==> src/rtl/dffe_pkg.sv <==
// Shared types and helpers for the dffe_pipe delay line.
// Optional feature macro: DFFE_PIPE_PARITY_EN (adds a per-stage parity bit).
package dffe_pkg;

    // Widest data word the parity helper accepts. Narrower words are
    // zero-extended, which leaves the XOR result unchanged.
    localparam int PAR_MAX_W = 1024;

    // Control part of a stage record. The data word travels next to it as
    // a WIDTH-bit vector, because WIDTH is chosen per instance and a package
    // typedef cannot depend on it.
    typedef struct packed {
`ifdef DFFE_PIPE_PARITY_EN
        logic par;
`endif
        logic vld;
    } stage_tag_t;

    // Width of the occupancy counter, which must represent 0..depth.
    function automatic int count_width(input int depth);
        return $clog2(depth + 1);
    endfunction

    // Even-parity bit: XOR of all data bits, so data plus parity has an
    // even number of ones.
    function automatic logic even_parity(input logic [PAR_MAX_W-1:0] v);
        return ^v;
    endfunction

endpackage

==> src/rtl/dffe_stage.sv <==
// One stage of the dffe_pipe delay line: a WIDTH-bit data register plus its
// valid bit (and a parity bit when DFFE_PIPE_PARITY_EN is defined).
module dffe_stage
    import dffe_pkg::*;
#(
    parameter int               WIDTH   = 8,
    parameter logic [WIDTH-1:0] RST_VAL = '0
) (
    input  logic             clk,
    input  logic             clr,
    input  logic             en,
    input  logic             flush_vld,
    input  logic [WIDTH-1:0] in_data,
    input  stage_tag_t       in_tag,
    output logic [WIDTH-1:0] out_data,
    output stage_tag_t       out_tag
);

    logic [WIDTH-1:0] data_r;
    stage_tag_t       tag_r;

    // Data and its tag are captured on en. Flush only drops the valid bit and
    // overrides a valid that would otherwise be shifted in on the same edge.
    always_ff @(posedge clk) begin
        if (clr) begin
            data_r    <= RST_VAL;
            tag_r.vld <= 1'b0;
`ifdef DFFE_PIPE_PARITY_EN
            tag_r.par <= even_parity(PAR_MAX_W'(RST_VAL));
`endif
        end else begin
            if (en) begin
                data_r <= in_data;
                tag_r  <= in_tag;
            end
            if (flush_vld) begin
                tag_r.vld <= 1'b0;
            end
        end
    end

    assign out_data = data_r;
    assign out_tag  = tag_r;

endmodule

==> src/rtl/dffe_pipe.sv <==
// dffe_pipe: DEPTH-stage enabled delay line for a WIDTH-bit bus, with
// per-stage valid tracking, flush and a registered occupancy count.
// Optional feature macro: DFFE_PIPE_PARITY_EN adds per-stage even parity and
// a registered q_perr output.
module dffe_pipe
    import dffe_pkg::*;
#(
    parameter int               WIDTH   = 8,
    parameter int               DEPTH   = 4,
    parameter logic [WIDTH-1:0] RST_VAL = '0,
    localparam int              CW      = count_width(DEPTH)
) (
    input  logic             clk,
    input  logic             clr,
    input  logic             en,
    input  logic             flush,
    input  logic [WIDTH-1:0] d,
    input  logic             d_vld,
    output logic [WIDTH-1:0] q,
    output logic             q_vld,
    output logic [CW-1:0]    count
`ifdef DFFE_PIPE_PARITY_EN
    ,
    output logic             q_perr
`endif
);

    logic [WIDTH-1:0] st_data [DEPTH];
    stage_tag_t       st_tag  [DEPTH];
    stage_tag_t       in_tag0;
    logic [CW-1:0]    count_r;

    // Build the record entering stage 0 from the input bus.
    always_comb begin
        in_tag0     = '0;
        in_tag0.vld = d_vld;
`ifdef DFFE_PIPE_PARITY_EN
        in_tag0.par = even_parity(PAR_MAX_W'(d));
`endif
    end

    // Stage chain: stage 0 is fed from the input, every other stage from its
    // predecessor. Flush is applied to every stage simultaneously.
    for (genvar i = 0; i < DEPTH; i++) begin : g_stage
        if (i == 0) begin : g_head
            dffe_stage #(
                .WIDTH   (WIDTH),
                .RST_VAL (RST_VAL)
            ) u_stage (
                .clk       (clk),
                .clr       (clr),
                .en        (en),
                .flush_vld (flush),
                .in_data   (d),
                .in_tag    (in_tag0),
                .out_data  (st_data[i]),
                .out_tag   (st_tag[i])
            );
        end else begin : g_body
            dffe_stage #(
                .WIDTH   (WIDTH),
                .RST_VAL (RST_VAL)
            ) u_stage (
                .clk       (clk),
                .clr       (clr),
                .en        (en),
                .flush_vld (flush),
                .in_data   (st_data[i-1]),
                .in_tag    (st_tag[i-1]),
                .out_data  (st_data[i]),
                .out_tag   (st_tag[i])
            );
        end
    end

    assign q     = st_data[DEPTH-1];
    assign q_vld = st_tag[DEPTH-1].vld;

    // Occupancy: one in when a valid word enters, one out when the valid
    // word on q is shifted away. A full pipe taking a valid word nets zero,
    // so the count cannot exceed DEPTH.
    always_ff @(posedge clk) begin
        if (clr || flush) begin
            count_r <= '0;
        end else if (en) begin
            count_r <= count_r + CW'(d_vld) - CW'(q_vld);
        end
    end

    assign count = count_r;

`ifdef DFFE_PIPE_PARITY_EN
    logic [WIDTH-1:0] last_in_data;
    stage_tag_t       last_in_tag;

    // Record about to be loaded into the last stage; checking it one edge
    // early keeps q_perr aligned with the word it describes.
    if (DEPTH == 1) begin : g_last_in_head
        assign last_in_data = d;
        assign last_in_tag  = in_tag0;
    end else begin : g_last_in_body
        assign last_in_data = st_data[DEPTH-2];
        assign last_in_tag  = st_tag[DEPTH-2];
    end

    // Registered parity check of the word that will sit on q; held on stall.
    always_ff @(posedge clk) begin
        if (clr || flush) begin
            q_perr <= 1'b0;
        end else if (en) begin
            q_perr <= last_in_tag.vld &
                      (even_parity(PAR_MAX_W'(last_in_data)) != last_in_tag.par);
        end
    end
`endif

endmodule
==> config.mk <==
export PLATFORM = sky130hd
export DESIGN_NAME = dffe_pipe
export DESIGN_NICKNAME = d
export VERILOG_FILES = /design/src/rtl/dffe_pkg.sv /design/src/rtl/dffe_stage.sv /design/src/rtl/dffe_pipe.sv
export SDC_FILE = /design/constraint.sdc
export NUM_CORES = 1
export LEC_CHECK = 0
export ABC_CLOCK_PERIOD_IN_PS = 3200
export CORE_MARGIN = 2
export CORE_UTILIZATION = 50
export CTS_CLUSTER_DIAMETER = 150
export DETAILED_ROUTE_END_ITERATION = 7
export GPL_ROUTABILITY_DRIVEN = 0
export GPL_TIMING_DRIVEN = 1
export PLACE_DENSITY = 0.76
export SLEW_MARGIN = 15
export SYNTH_ARGS = -nofsm -noshare
export SYNTH_HDL_FRONTEND = slang
export SYNTH_HIERARCHICAL = 1
export SYNTH_SLANG_ARGS = --single-unit
export TNS_END_PERCENT = 50
==> constraint.sdc <==
create_clock -name clk -period 3.2 [get_ports clk]
set_input_delay 0.48 -clock clk [delete_from_list [all_inputs] [get_ports clk]]
set_output_delay 0.48 -clock clk [all_outputs]
set_load 0.005 [all_outputs]
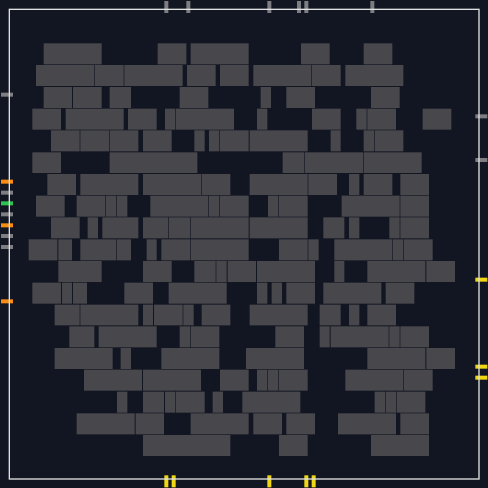
**Above:** pin placement.
Scale: 8 px per um. Pins as bars across the die edge, other pins in grey.
Key: q = yellow [pins 8, direction output, edge 5 bottom, 3 right]; clr = green [pins 1, direction input, edge left]; count = orange [pins 3, direction output, edge left]
die width: 58.5 um
chip height: 58.5 um

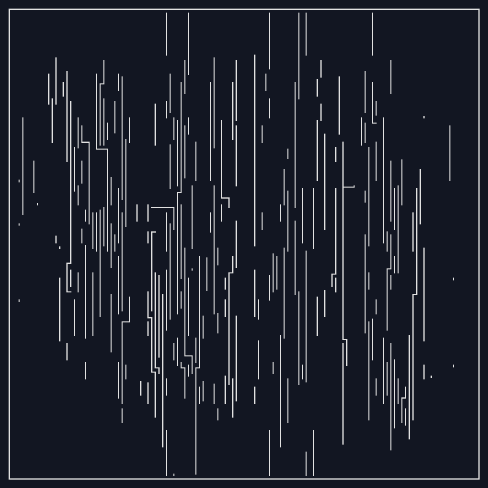
**Above:** signal wires on met2.
Scale: 8 px per um.
152 nets have wire on it. The wires run mostly vertical. The layer carries 1320 um of wire. The layer holds 53% of the routed length. The longest straight run is 24.7 um.
GR Util met2: 0.278
total number of vias: 995
Routed Wire Length: 2.51 mm

==> results.ini <==
[synth]
synth_area_per_cell_um2=11.1
ys_warn_count=6
ys_seq_share=0.525
ys_cells=134

[final_timing]
skew_ps=8.17
drv_slew=0

[die]
initCoreUtil=0.534

[status]
status=finished clean

[worst_setup_path]
path_class=flop to flop
critPathMostFrequentCell=inv_1
slowest_delay_ps=370

[final_layout]
final_cells=191
diodes=0

[grt]
grt_pass1_vias=942
grt_usage=0.162

[drt]
dr.pass1.iters=4

[clock_tree]
cts-root-buf=clkbuf_4
insertion_delay_ps=350
holdBufCountCts=0
postCtsSetupRepairBufs=0

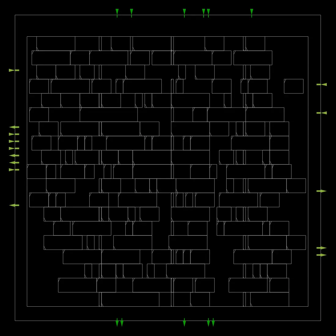
**Above:** cell placement.
n_taps: 31
Seq area share: 0.430
final core occ: 0.653

flip-flops by register name, indices dropped and copies added, names as in the netlist:
name / flops
count: 3
g_stage.g_body.u_stage/out_data: 24
g_stage.g_body.u_stage/out_tag: 3
g_stage.g_head.u_stage/out_data: 8
g_stage.g_head.u_stage/out_tag: 1
report_power, final:
| part | internal, mW | leakage, nW | switching [mW] |
|---|---|---|---|
| combinational | 0.0375 | 0.420 | 0.0350 |
| sequential | 0.499 | 0.317 | 0.00779 |
| clock | 0.244 | 0.0525 | 0.156 |
| total | 0.780 | 0.790 | 0.199 |
area by class of cell:
class	instances	area [um2]
repair buffers	26	250
fillers	223	965
clock buffers	6	41.3
multi-input cells	83	631
inverters	4	15.0
flip-flops and latches	39	781
clock inverters	2	60.1
well taps	31	38.8
synthesized netlist by cell type:
cell type	count	area share
inv_1	4	0.010
a2111oi_0	1	0.0059
mux2i_1	37	0.25
nor3_1	2	0.0067
ha_1	2	0.017
a31o_1	1	0.0059
a2111oi_2	1	0.010
nor3_2	4	0.027
dfxtp_1	39	0.53
nor2_1	33	0.083
buf_6	4	0.030
fa_1	1	0.013
buf_1	4	0.010
xor2_1	1	0.0059
placed cells by master (no fill, tap or decap):
master and count:
clkdlybuf4s50_1 23, nor2_1 33, a31o_1 1, clkbuf_1 1, buf_4 2, dfxtp_1 39, buf_2 1, a2111oi_0 1
nor3_2 4, mux2i_1 37, nor3_1 2, bufinv_16 2, inv_1 4, a2111oi_2 1, xor2_1 1, ha_1 2
clkbuf_4 5, fa_1 1
worst max-delay path, delay by kind of cell (launching register included):
family          cells  cell delay [ps]
fa+ha+maj           3              760
compound gates      2              500
flops               1              370
xor+xnor            1              170
buf+inv             3              160
cell families (layout without fill, tap and decap cells):
logic type | after synthesis | in the layout | synth area share
DFF | 39 | 39 | 0.525
AOI/OAI and AO/OA | 3 | 3 | 0.0219
muxes | 37 | 37 | 0.249
buffers and inverters | 12 | 38 | 0.0505
adders and majority gates | 3 | 3 | 0.0303
and+or+nand+nor | 39 | 39 | 0.117
xor gates and xnor gates | 1 | 1 | 0.00589
worst max-delay path by stage:
stage / to / start
2_1_floorplan: count[2] / count[0]
3_3_place_gp: count[2] / d_vld
3_5_place_dp: count[2] / d_vld
4_1_cts: count[2] / count[0]
5_1_grt: count[2] / count[0]
6_report: count[2] / count[0]
per-stage QoR:
stage / worst slack [ps] / hold slack (ps)
6_report: 1190 / 507
5_1_grt: 1050 / 533
4_1_cts: 1170 / 513
3_5_place_dp: 908 / 484
3_3_place_gp: 980 / 473
2_1_floorplan: 1300 / 460
per-layer routing:
metal,part of all wire,up-vias
met3,0.047,7
met1,0.41,469
met5,0,-
met2,0.53,20
li1,-,499
met4,0.020,0
Power and IR drop assume default switching activity.
